--- config.mk ---
export PLATFORM = sky130hd
export DESIGN_NAME = lsb_index
export DESIGN_NICKNAME = d
export VERILOG_FILES = /design/src/rtl/reg_index_encoder_lsb_index.sv
export SDC_FILE = /design/constraint.sdc
export NUM_CORES = 1
export LEC_CHECK = 0
export CAP_MARGIN = 25
export CELL_PAD_IN_SITES_DETAIL_PLACEMENT = 0
export CELL_PAD_IN_SITES_GLOBAL_PLACEMENT = 2
export CORE_ASPECT_RATIO = 0.7
export CORE_MARGIN = 2
export CORE_UTILIZATION = 16
export DETAILED_ROUTE_END_ITERATION = 6
export PLACE_DENSITY_LB_ADDON = 0.1
export SYNTH_ARGS = -nofsm -noshare
export SYNTH_HDL_FRONTEND = slang
export SYNTH_SLANG_ARGS = --single-unit
--- constraint.sdc ---
create_clock -name vclk -period 1.6
set_input_delay 0.32 -clock vclk [all_inputs]
set_output_delay 0.32 -clock vclk [all_outputs]
set_load 0.02 [all_outputs]
--- src/rtl/reg_index_encoder_lsb_index.sv ---
// Combinational lowest-set-bit finder over a select vector.
// one_left flags a vector with exactly one bit set; an all-zero vector gives idx 0, one_left 0.
module lsb_index #(
  parameter int WIDTH = 16,
  parameter int IDXW  = 4
) (
  input  logic [WIDTH-1:0] vec,
  output logic [IDXW-1:0]  idx,
  output logic             one_left
);

  // Scan from the top so the lowest set bit is the last writer.
  always_comb begin
    idx = '0;
    for (int i = WIDTH - 1; i >= 0; i--) begin
      if (vec[i]) begin
        idx = IDXW'(i);
      end
    end
  end

  assign one_left = (vec != '0) && ((vec & (vec - WIDTH'(1))) == '0);

endmodule

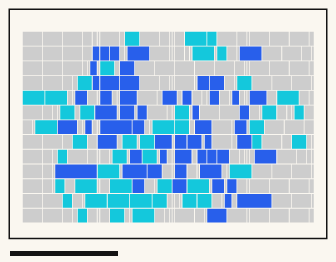
cell_classes.png
Scale bar: 20 um. Fill, decap, tap and diode cells in grey.
colour	class	cells
cyan	other buffers and delay cells	45
blue	all other logic	56

==> results.py <==
# Generated from Yosys and OpenROAD reports
metrics = {
    "final_timing": {
        "setup_viol": 3,
        "drv_slew": 0,
        "fin_ws_ns": -0.369,
        "max_freq_mhz": 508,
    },
    "worst_hold_path": {
        "worstHoldPathType": "input pin to output port",
    },
    "worst_setup_path": {
        "cpPeakStageDelay_ns": 0.38,
        "startpoint": "vec[9]",
        "crit_cells": 7,
        "crit_path_frequent_cell": "buf_6",
        "critPathArrivalTime_ns": 1.65,
    },
    "global_route": {
        "track_usage_pct": 11.6,
    },
    "final_layout": {
        "mostFrequentLayoutCells": "buf_4 (21), buf_6 (13), nor2_1 (6)",
        "stdcell_count": 123,
        "n_clock_buffer": 0,
    },
    "run_status": {
        "violations": "negative setup slack",
        "status": "finished with violations",
    },
    "logic_synthesis": {
        "ys_seq_share_pct": 0,
        "synthCells": 56,
        "avgSynthCellArea_um2": 5.90,
    },
    "die": {
        "die_x_um": 58.3,
    },
    "place": {
        "post-place-ws_ns": -1.17,
    },
    "detailed_routing": {
        "first_iter_violations": 5,
        "drtAntennaViolNets": 0,
    },
}
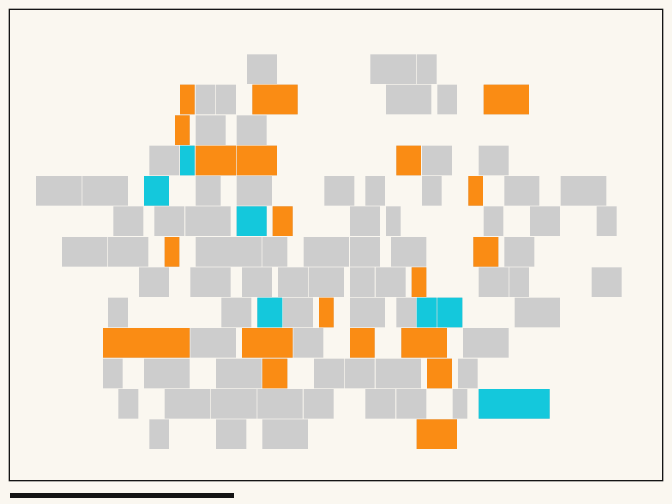
gate_families.png
Scale bar: 20 um.
colour	family	cells
cyan	NAND gates	7
orange	NOR gates	20

## synth_stat cells, drive strengths merged (2+ instances only)
library cell	n	area, um^2
a21oi	7	38.8
nor2	12	47.6
nor2b	2	12.5
nor4	2	12.5
inv	2	7.51
or3	3	26.3
nand2	3	13.8
o21bai	2	15.0
nor3	4	20.0
o21ai	3	15.0
nand3	2	10.0
o22ai	2	12.5
## layer usage
layer  track usage (%)  up-vias  part of all wire [%]
met4                 0        0                     0
met5                 0        -                     0
met3             0.309        0                   3.7
met1              18.7      277                    52
met2              17.8       10                    44
li1                  -      309                     -
## tightest hold or removal path: stages
cell and delay [ns]:
buf_4 0.11, nor2_2 0.05, a21boi_1 0.14, buf_4 0.15
## stage by stage
| stage | area (um^2) | total power, mW |
|---|---|---|
| floorplan | 332 | 0.0474 |
| global placement | 727 | 0.160 |
| detailed placement | 727 | 0.159 |
| CTS | 813 | 0.174 |
| global route | 831 | 0.196 |
| finish | 831 | 0.181 |
## cell type report
| cell class | instances | share of cell area (%) |
|---|---|---|
| multi-input combinational | 54 | 50.3 |
| timing repair buffer | 45 | 45.5 |
| tap | 22 | 3.31 |
| inverter | 2 | 0.904 |
## cells by family (layout without fill, tap and decap cells)
| logic type | count (synthesis) | after routing | share of synthesized area (%) |
|---|---|---|---|
| AOI/OAI and AO/OA | 20 | 20 | 39.8 |
| xor gates and xnor gates | 1 | 1 | 2.65 |
| adders and majority gates | 1 | 1 | 3.03 |
| buffers and inverters | 2 | 47 | 2.27 |
| and+or+nand+nor | 32 | 32 | 52.3 |
## how the worst min path moves through the flow
stage              to   start  cells after the start  slack [ns]
5_1_grt        idx[1]  vec[2]                      4        1.13
3_5_place_dp   idx[1]  vec[2]                      4        1.90
4_1_cts        idx[0]  vec[9]                      5        1.13
2_1_floorplan  idx[2]  vec[2]                      3        0.83
6_report       idx[1]  vec[2]                      4        1.09
3_3_place_gp   idx[1]  vec[2]                      4        1.89
## where the power goes
group | switching (mW) | leakage, nW | internal, mW
logic | 0.0837 | 0.339 | 0.0975
registers | 0 | 0 | 0
clock network | 0 | 0 | 0
total | 0.0837 | 0.339 | 0.0975
## repair_timing
| item | 4_1_cts | 5_1_grt |
|---|---|---|
| setup endpoints to repair | 5 | 5 |
| pin swaps | 21 | 6 |
| resized | 108 | 14 |
| endpoints found under the hold margin | 0 | 0 |
| setup buffers | 3 | 0 |
| hold buffers | 0 | 0 |
Power is estimated from default activity; no workload was simulated.
